$ cat config.mk
export PLATFORM = sky130hd
export DESIGN_NAME = framebuffer_queue
export DESIGN_NICKNAME = d
export VERILOG_FILES = /design/src/rtl/framebuffer_queue.sv
export SDC_FILE = /design/constraint.sdc
export NUM_CORES = 1
export LEC_CHECK = 0
export CAP_MARGIN = 30
export CORE_MARGIN = 4
export CORE_UTILIZATION = 44
export DETAILED_ROUTE_END_ITERATION = 7
export SYNTH_ARGS = -nofsm -noshare
export SYNTH_HDL_FRONTEND = slang
export SYNTH_SLANG_ARGS = --single-unit
$ cat constraint.sdc
create_clock -name CLK -period 7.65 [get_ports CLK]
set_input_delay 0.765 -clock CLK [delete_from_list [all_inputs] [get_ports CLK]]
set_output_delay 0.765 -clock CLK [all_outputs]
set_load 0.01 [all_outputs]
$ cat src/rtl/framebuffer_queue.sv
// Queued framebuffer controller: bus writes go through a FIFO to an async SRAM, reads are ordered behind them.
// Optional FBQ_STATUS_EN adds the level/overflow status ports.
module framebuffer_queue #(
    parameter int ADDR_W      = 16,
    parameter int DEPTH       = 16,
    parameter int WAIT_CYCLES = 1
) (
    input  logic              CLK,
    input  logic              RST,
    input  logic              write,
    input  logic              read,
    input  logic [ADDR_W-1:0] address,
    input  logic [15:0]       dataIn,
    input  logic [1:0]        byteEn,
    output logic              ready,
    output logic [15:0]       dataOut,
    output logic              readValid,
    output logic [ADDR_W-1:0] ADDRESS_PINS,
    output logic [15:0]       DATA_OUT_PINS,
    input  logic [15:0]       DATA_IN_PINS,
    output logic              DATA_DRIVE,
    output logic              CE,
    output logic              OE,
    output logic              WR,
    output logic              UB,
    output logic              LB
`ifdef FBQ_STATUS_EN
    ,
    output logic [$clog2(DEPTH):0] level,
    output logic                   overflow
`endif
);
    localparam int PW    = $clog2(DEPTH);
    localparam int CNT_W = $clog2(WAIT_CYCLES + 1) + 1;

    typedef struct packed {
        logic [ADDR_W-1:0] addr;
        logic [15:0]       data;
        logic [1:0]        be;
    } wr_entry_t;

    typedef enum logic [2:0] {IDLE, W_SETUP, W_PULSE, W_HOLD, R_ACCESS, R_DONE} state_t;

    wr_entry_t         mem_q [DEPTH];
    logic [PW:0]       wptr_q, wptr_d, rptr_q, rptr_d;
    state_t            state_q, state_d;
    logic [CNT_W-1:0]  cnt_q, cnt_d;
    wr_entry_t         cur_q, cur_d;
    logic [ADDR_W-1:0] rd_addr_q, rd_addr_d;
    logic              rd_pend_q, rd_pend_d;

    logic              ce_q, ce_d, oe_q, oe_d, wr_q, wr_d, ub_q, ub_d, lb_q, lb_d;
    logic              drive_q, drive_d, rv_q, rv_d;
    logic [ADDR_W-1:0] apins_q, apins_d;
    logic [15:0]       dpins_q, dpins_d, dout_q, dout_d;

    logic empty, full, push, rd_acc, pop;

    assign empty  = (wptr_q == rptr_q);
    assign full   = (wptr_q[PW] != rptr_q[PW]) && (wptr_q[PW-1:0] == rptr_q[PW-1:0]);
    assign ready  = !full && !rd_pend_q;
    assign push   = write && ready;
    assign rd_acc = read && ready;

    always_comb begin
        state_d   = state_q;
        cnt_d     = cnt_q;
        cur_d     = cur_q;
        pop       = 1'b0;
        rd_pend_d = rd_pend_q | rd_acc;
        rd_addr_d = rd_acc ? address : rd_addr_q;
        case (state_q)
            IDLE: begin
                if (!empty) begin
                    pop     = 1'b1;
                    state_d = W_SETUP;
                end else if (rd_pend_q) begin
                    cnt_d   = '0;
                    state_d = R_ACCESS;
                end
            end
            W_SETUP: begin
                cnt_d   = '0;
                state_d = W_PULSE;
            end
            W_PULSE: begin
                cnt_d = cnt_q + 1'b1;
                if (cnt_q == CNT_W'(WAIT_CYCLES - 1)) state_d = W_HOLD;
            end
            W_HOLD: begin
                // Chain straight into the next queued write so each entry costs WAIT_CYCLES+2 clocks.
                if (!empty) begin
                    pop     = 1'b1;
                    state_d = W_SETUP;
                end else begin
                    state_d = IDLE;
                end
            end
            R_ACCESS: begin
                cnt_d = cnt_q + 1'b1;
                if (cnt_q == CNT_W'(WAIT_CYCLES)) state_d = R_DONE;
            end
            R_DONE: begin
                rd_pend_d = 1'b0;
                state_d   = IDLE;
            end
            default: state_d = IDLE;
        endcase
        if (pop) cur_d = mem_q[rptr_q[PW-1:0]];
        wptr_d = wptr_q + (PW+1)'(push);
        rptr_d = rptr_q + (PW+1)'(pop);
    end

    // Pins follow the state one clock later, so every strobe comes straight from a flop.
    always_comb begin
        ce_d    = 1'b1;
        oe_d    = 1'b1;
        wr_d    = 1'b1;
        ub_d    = 1'b1;
        lb_d    = 1'b1;
        drive_d = 1'b0;
        rv_d    = 1'b0;
        apins_d = apins_q;
        dpins_d = dpins_q;
        dout_d  = dout_q;
        case (state_q)
            W_SETUP, W_PULSE, W_HOLD: begin
                ce_d    = 1'b0;
                wr_d    = (state_q != W_PULSE);
                ub_d    = ~cur_q.be[1];
                lb_d    = ~cur_q.be[0];
                drive_d = 1'b1;
                apins_d = cur_q.addr;
                dpins_d = cur_q.data;
            end
            R_ACCESS: begin
                ce_d    = 1'b0;
                oe_d    = 1'b0;
                ub_d    = 1'b0;
                lb_d    = 1'b0;
                apins_d = rd_addr_q;
            end
            R_DONE: begin
                rv_d   = 1'b1;
                dout_d = DATA_IN_PINS;
            end
            default: ;
        endcase
    end

    always_ff @(posedge CLK) begin
        if (push) mem_q[wptr_q[PW-1:0]] <= '{addr: address, data: dataIn, be: byteEn};
    end

    always_ff @(posedge CLK or posedge RST) begin
        if (RST) begin
            state_q   <= IDLE;
            cnt_q     <= '0;
            cur_q     <= '0;
            rd_addr_q <= '0;
            rd_pend_q <= 1'b0;
            wptr_q    <= '0;
            rptr_q    <= '0;
            ce_q      <= 1'b1;
            oe_q      <= 1'b1;
            wr_q      <= 1'b1;
            ub_q      <= 1'b1;
            lb_q      <= 1'b1;
            drive_q   <= 1'b0;
            rv_q      <= 1'b0;
            apins_q   <= '0;
            dpins_q   <= '0;
            dout_q    <= '0;
        end else begin
            state_q   <= state_d;
            cnt_q     <= cnt_d;
            cur_q     <= cur_d;
            rd_addr_q <= rd_addr_d;
            rd_pend_q <= rd_pend_d;
            wptr_q    <= wptr_d;
            rptr_q    <= rptr_d;
            ce_q      <= ce_d;
            oe_q      <= oe_d;
            wr_q      <= wr_d;
            ub_q      <= ub_d;
            lb_q      <= lb_d;
            drive_q   <= drive_d;
            rv_q      <= rv_d;
            apins_q   <= apins_d;
            dpins_q   <= dpins_d;
            dout_q    <= dout_d;
        end
    end

    assign CE            = ce_q;
    assign OE            = oe_q;
    assign WR            = wr_q;
    assign UB            = ub_q;
    assign LB            = lb_q;
    assign DATA_DRIVE    = drive_q;
    assign ADDRESS_PINS  = apins_q;
    assign DATA_OUT_PINS = dpins_q;
    assign readValid     = rv_q;
    assign dataOut       = dout_q;

`ifdef FBQ_STATUS_EN
    logic overflow_q, overflow_d;

    assign overflow_d = overflow_q | ((write | read) & ~ready);

    always_ff @(posedge CLK or posedge RST) begin
        if (RST) overflow_q <= 1'b0;
        else     overflow_q <= overflow_d;
    end

    assign level    = wptr_q - rptr_q;
    assign overflow = overflow_q;
`endif
endmodule

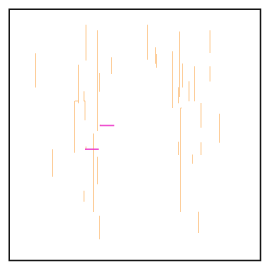
(run_1/wires.png)
Drawn at 1 px/µm. Two of the layers only.
Key: magenta = metal 5 [wire length 24.8 µm]; orange = metal 4 [wire length 1030 µm]

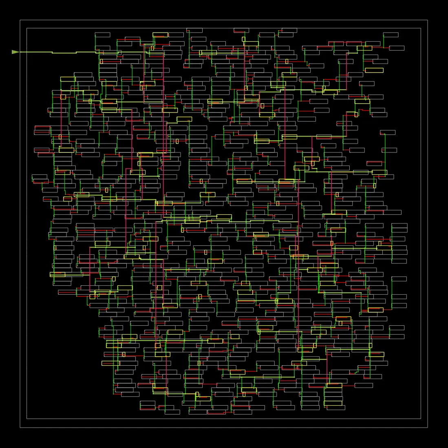
(run_1/clocks.png)
Clock Latency Late Sink: 0.60 ns
TritonCTS Buffers: 69
Clock Power: 0.00322 W
clk_skew: 0.02795 ns

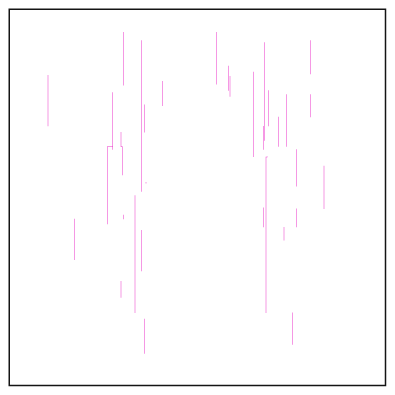
(run_1/layer_met4.png)
Drawn at 1.5 px/µm.
The longest straight run is 104 µm. 19 nets have wire on it. The layer carries 1030 µm of wire. The layer holds 1.7% of the routed length.

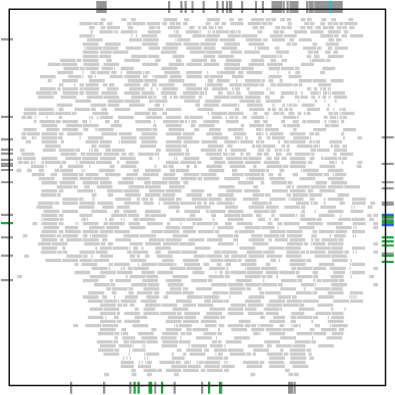
(run_1/io_placement.png)
Drawn at 1.5 px/µm. Pins as bars across the die edge, other pins in grey.
Key: green = DATA_OUT_PINS [pins 16, direction output, edge 8 east, 7 south, 1 west]; blue = byteEn [pins 2, direction input, edge east]; cyan = readValid [pins 1, direction output, edge north]
All pins by edge: 59 north, 18 east, 18 south, 15 west.

==> Changelog: implementation, run 1 <==
## Implementation

* Signal buffers at 144
* Ports at approximately 110
* PnR worst setup slack at 3.963 ns
* Post-Synthesis Cells at 1380
* WL final at 59860 µm
* Hold Buf Count CTS at 0
* Sw power at between 0.003 and 0.004 W
* Vias at 13090
* Worst path top cell family by delay: buffers and inverters
* Combinational power at 0.00348 W
* CTS tree: built
* Sequential cell area share at between 60% and 70%
* Setup CP Type: flip-flop to flip-flop
* Diode count at 1
* Global routing's busiest layer: met2
* Antenna violations before repair at 3
* Most Frequent Cell on Critical Path: buf_4
* Top power group: registers
* Routed met2 length at between 20000 and 30000 µm
* Avg Inst Size Synth at approximately 19 µm²
* Clk slew on worst S/H paths at 0.06 ns
* Cell Type Count at around 46
* M1 WL at about 26000 µm
* Flops after synth at 665
* Post-synth top cells: 544 x edfxtp_1, 138 x mux2i_1, 116 x dfrtp_1
* Via/cell ratio at 5.605
* Mapped Area at 25730 µm²
* Biggest Area Class: registers
* Tap cell count at 765
* Routed length per placed instance at 25.62 µm
* DRT Pass-1 Iters at 5
* Tcrit/Tclk final at about half
* Vias in the first global route at 13520
* Combinational power share at roughly 31%
* # Cells Yosys at 1380
* DR top layer: met5
* Fill cell count at 4613
* Clock Power Share at 28.3%
* Sequential-to-total area share from yosys stat at between 70 and 80%
* Max-Cap Viols at 0
* Area leader, netlist: edfxtp_1
* Layout Cells excl Fill at 2336
* Post-DP Area at 27880 µm²
* Final min period at 3.688 ns
* FF-to-FF setup slack at between 3 and 4 ns
* Final instance area at 30050 µm²
* RePlAce Congestion at 0.7245
* OpenROAD warning count at 30
* Yosys warnings at 0
* Worst Max-Slew Pin Slew at 0.9878 ns
* Max-area cell share at between 60% and 70%
* Worst path arrival time at 4.15 ns
* Layout cell share with drive strength beyond 1 at 21.27%
* Clock buffers at 96
* Gate Area at 6091 µm²
* Final setup viols at 0
* Non-clock buffer share at 4.680%
* Sequential Power at 0.00468 W
* Crit path cell chain: buf_4 > nor2b_4 > buf_4 > a21oi_1 > a32o_1 > mux2_2
* Status: finished, final reports clean
* Setup crit start kind: flip-flop
* Floorplan net count at 1440
* M3 GR Usage at 3.366%
* First DRT Iteration DRCs at 1066
* Top post-synthesis cells by area: edfxtp_1 63%, dfrtp_1 11%, mux4_2 6.0%
* Hold Path Class: flip-flop to flip-flop
* Largest net degree at the start of global routing at 118
* Critical Path Slowest Stage Cell: dfrtp_4
* Inverter count at 11
* Layout area overhead at 16.79%
* Power Total at 0.01139 W
* Final nets at 1577
* Comb/total area at 20.27%
* CTS sink count at 665
* Yosys top cell by instances: edfxtp_1
* Antenna viol nets, final at 0
* Hold Fails Final Rpt at 0
* Sequential Power Share at 41.1%
* Number of setup buffers added after CTS at 0
* Crit path capture type: flip-flop
* Die width at approximately 250 µm
* Hold_ws at 0.4359 ns
* Core ar. at 57810 µm²
* PortBufs at about 110
* Sw Share at 30.41%
* Post-Place Worst Slack at 3.881 ns
* Leak Pwr at 10.29 nW
* FFs w/ async S/R, synth at 18.20%
* F_max at 271.2 MHz
* Final-layout clock-cell area share at 7.204%
* Clock Tree Buf Depth at 3
* Post-route DRC violation count at 0
* Die area at 62400 µm²
* Total grt overflow at 0
* GR Util met1 at a little over a quarter
* Crit path max fanout at 42
* First-pass GRT wire length at between 80000 and 90000 µm
* Multi-input gates at 626
* Initial Util at 44.51%
-- run 1: logic make-up (layout without fill, tap and decap cells) --
logic type               Yosys count  after routing  synth area share, %
AND/OR/NAND/NOR                  161            161                2.626
AND-OR/OR-AND                    137            137                3.905
other                              0              1                    0
buffers and inverters             89            279                1.639
XOR/XNOR                          15             15               0.5106
flip-flops                       665            665                75.29
adder cells (fa/ha/maj)            7              7               0.3307
multiplexers                     306            306                15.70
-- run 1: cells in the final DEF, fill, tap and decap left out, types with 4 or more instances in the layout --
master             n
edfxtp_1         544
mux2i_1          138
dfrtp_1          112
clkdlybuf4s50_1  109
mux2_2           100
nand2_1           86
clkbuf_16         71
mux4_2            68
a21oi_1           39
a32o_1            35
a22oi_1           34
nor2_1            32
buf_4             31
clkbuf_1          20
o22ai_1           14
nor2_4            13
clkinv_2          12
xnor2_1           11
inv_1              9
clkinv_1           9
nand3_1            7
ha_1               6
dfstp_2            5
clkbuf_8           5
xor2_1             4
bufinv_16          4
-- run 1: state kept, by name, summed over array words and instances (netlist names), 5 cells and up --
signal,flops
ADDRESS_PINS,16
DATA_OUT_PINS,16
cur_q,34
dataOut,16
mem_q,544
rd_addr_q,16
rptr_q,5
wptr_q,5
-- run 1: final timing paths --
kind,startpoint,endpoint,cells past startpoint
worst max-delay path,rptr_q[1]$_DFF_PP0_,cur_q[9]$_DFFE_PP0P_,6
worst min-delay path,cur_q[1]$_DFFE_PP0P_,UB$_DFF_PP1_,1
worst max register to register,rptr_q[1]$_DFF_PP0_,cur_q[9]$_DFFE_PP0P_,6
worst min register to register,cur_q[1]$_DFFE_PP0P_,UB$_DFF_PP1_,1
max in group asynchronous,RST,rd_addr_q[4]$_DFFE_PP0P_,3
min in group asynchronous,RST,dataOut[9]$_DFFE_PP0P_,2
--- run 2 (diff from run 1) ---
clock period = 3.5 ns   (was 7.65 ns; I/O delays follow)
==> Changelog: implementation, run 2 <==
## Implementation

* Status: finished, final reports clean
* Hold Path Class: primary input to asynchronous set/reset pin
* Leak Pwr at 10.41 nW (+1.2%)
* Yosys Chip Area at 25730 µm²
* Power Internal at 0.01728 W
* Critical path destination: mem_q[13][15]$_DFFE_PP_
* PortBufs at 109 (unchanged)
* Diode count at 0 (-1)
* Max-area cell share at 63.50% (unchanged)
* Number of setup buffers added after CTS at 0 (unchanged)
* Top_reg_cell synth: edfxtp_1
* OpenROAD warning count at 30 (unchanged)
* Total track usage at between 10% and 20%
* Layout area overhead at 17.78%
* Clock Tree Buf Depth at 3 (unchanged)
* Number of enable flip-flop cells at 544
* Setup crit start: wptr_q[4]$_DFF_PP0_
* Clock Power Share at 27.7% (-0.6 points)
* Critical Path Slowest Stage Cell: nor2_4
* F_max at 351.9 MHz (+30%)
* Avg Inst Size Synth at 18.64 µm² (unchanged)
* Vias in the first global route at 13740 (+1.6%)
* Yosys warnings at 0 (unchanged)
* Layout cell share with drive strength beyond 1 at 22.33% (+1.1 points)
* CTS sink count at 665 (unchanged)
* Slew Limit Fails at 0
* Top post-synthesis cells by area: edfxtp_1 63%, dfrtp_1 11%, mux4_2 6.0%
* Die area at 62400 µm² (unchanged)
* Largest net degree at the start of global routing at 102 (-14%)
* Worst path arrival time at 3.11 ns (-1.04 ns)
* DRT Pass-1 Iters at 4 (-1)
* Final setup viols at 0 (unchanged)
* DP HPWL at 32500 µm
* Sw Share at 30.70% (+0.28 points)
* Crit path capture type: flip-flop
* Area leader, netlist: edfxtp_1
* Yosys top cell by instances: edfxtp_1
* Final nets at 1600 (+1.5%)
* Most frequent logic cell in the layout: edfxtp_1
* RSZ-0062 raised after global routing: no
* Combinational power share at 32.5% (+1.9 points)
* WL final at 58290 µm (-2.6%)
* Crit path cell chain: xnor2_1 > o2111ai_2 > buf_4 > nor2_4 > buf_4
* Mapped Area at 25730 µm² (unchanged)
* Antenna violations before repair at 2 (-1)
* Hold Fails Final Rpt at 0 (unchanged)
* H-Tree Depth at 3
* Most frequent cells in the layout: 544 x edfxtp_1, 138 x mux2i_1, 112 x dfrtp_1
* Sequential-to-total area share from yosys stat at 75.29% (unchanged)
* Worst EP required at 3.77 ns
* Cells on worst reg2reg path at 5 (-1)
* Initial Util at 44.51% (unchanged)
* FFs w/ async S/R, synth at 18.20% (unchanged)
* CP max stage delay at 0.56 ns
* First-pass GRT wire length at 88460 µm (-0.81%)
* Clk slew on worst S/H paths at 0.06 ns (about the same)
* Sw power at 0.007652 W (+120%)
* Flops after synth at 665 (unchanged)
* Final min period at 2.842 ns (-0.8454 ns)
* CTS tree: built
* Post-route DRC violation count at 0 (unchanged)
* Die width at 249.8 µm (unchanged)
* Largest register FFs at 544 (unchanged)
* First DRT Iteration DRCs at 976 (-8.4%)
* Hold Buf Count CTS at 0 (unchanged)
* Total grt overflow at 0 (unchanged)
* Sequential Power at 0.00993 W (+110%)
* # Cells Yosys at 1380 (unchanged)
* Routed length per placed instance at 24.71 µm (-3.6%)
* RePlAce Congestion at 0.7363 (+1.6%)
* Sequential Power Share at 39.8% (-1.3 points)
* Vias at 13030 (-0.47%)
* Antenna viol nets, final at 0 (unchanged)
* Ports at 110 (unchanged)
* Post-cts resize count at 0
* Combinational power at 0.00809 W (+130%)
* Fill cell count at 4649 (+0.78%)
* Worst Max-Slew Pin Slew at 1.027 ns (+0.03905 ns)
* FF-to-FF setup slack at 0.66 ns (-3.30 ns)
* Launch point of the worst reg-to-reg path: wptr_q[4]$_DFF_PP0_
* Final instance area at 30300 µm² (+0.85%)
* Setup crit start kind: flip-flop
* Clock Latency Late Sink at 0.62 ns (+0.02 ns)
* CTS Root Buffer Type: clkbuf_16
* Max-Cap Viols at 0 (unchanged)
* Setup CP Type: flip-flop to flip-flop
* Core ar. at 57810 µm² (unchanged)
* Cell Pwr Density at 822.7 nW/µm²
* Tcrit/Tclk final at 81.20% (+33 points)
* Via/cell ratio at 5.524 (-1.4%)
* Max VDD drop at 0.5155 mV
* Cell Type Count at 46 (unchanged)
* FF-to-FF End: mem_q[13][15]$_DFFE_PP_
* Post-Synthesis Cells at 1380 (unchanged)
* TritonCTS Buffers at 70 (+1.4%)
* Most Frequent Cell on Critical Path: buf_4
* Hold_ws at 0.1060 ns (-0.3299 ns)
* Num rows at between 80 and 90
* Crit path max fanout at 19 (-55%)
* Top power group: registers
* Die Span Y at 249.8 µm
* Slew HR at 31.55%
* Floorplan net count at 1440 (unchanged)
* Post-synth top cells: 544 x edfxtp_1, 138 x mux2i_1, 116 x dfrtp_1
* Clock Power at 0.00691 W (+110%)
* Post-DP Area at 28180 µm² (+1.1%)
-- run 2: netlist changes by cell type in the layout (fill, tap and decap cells not counted), moves of 3 or more --
cell | previous run | this run
buf_4 | 31 | 46
clkbuf_8 | 5 | 1
clkbuf_1 | 20 | 17
buf_12 | 2 | 10
clkinv_1 | 9 | 16
-- run 2: cell type report --
class                   count  area, µm²  area share [%]
clock buffers              90       1879           6.202
clock inverters            36      242.7          0.8011
inverters                  11      45.04          0.1486
multi-input cells         626       6133           20.24
flip-flops and latches    665      19380           63.96
well taps                 765      957.2           3.159
repair buffers            166       1664           5.492
-- run 2: critical path, delay by kind of cell, from the launching register on --
family,cells,cell delay [ns]
compound gates,1,0.29
xor+xnor,1,0.53
simple gates,1,0.56
buf+inv,2,0.71
flops,1,0.42
-- run 2: through the flow --
step                      utilization [%]  power, W  setup TNS [ns]  setup slack (ns)  instances
after global placement              48.67   0.01813               0            0.6514       2231
final                               52.42   0.02493               0            0.6579       2359
after floorplan                         -   0.01539          -1.431          -0.02197       1380
after global routing                52.42   0.02619               0            0.4911       2359
after CTS                           52.42   0.02524               0            0.6233       2359
after detailed placement            48.75   0.01826               0            0.6006       2233
-- run 2: logic make-up (layout without fill, tap and decap cells) --
family,after synthesis,after routing,share of synthesized area (%)
XOR/XNOR,15,15,0.5106
AND/OR/NAND/NOR,161,161,2.626
AND-OR/OR-AND,137,137,3.905
buffers and inverters,89,303,1.639
flip-flops,665,665,75.29
adder cells (fa/ha/maj),7,7,0.3307
multiplexers,306,306,15.70
-- run 2: per-layer routing --
layer	share of wire, %	global-route usage, %	wire [µm]	up-vias
met2	49	30.50	28470	279
met4	2.3	5.913	1319	4
met1	44	26.46	25810	6863
met3	4.6	3.085	2663	91
met5	0.034	0	20	-
li1	-	-	-	5795
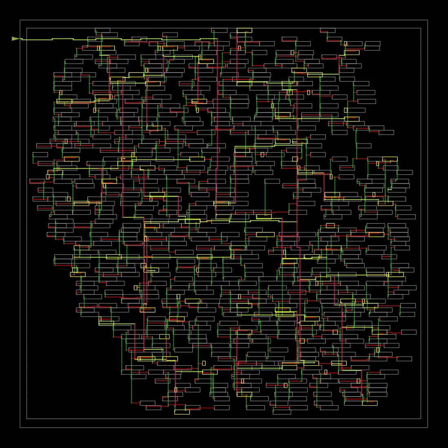
(run_2/clocks.png)
clk_skew: 0.02742 ns
clock buffers: 90

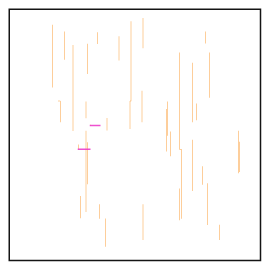
(run_2/wires.png)
Drawn at 1 px/µm. Two of the layers only.
Key: magenta = metal 5 [wire length 20.2 µm]; orange = metal 4 [wire length 1320 µm]

Power is estimated from default activity; no workload was simulated.
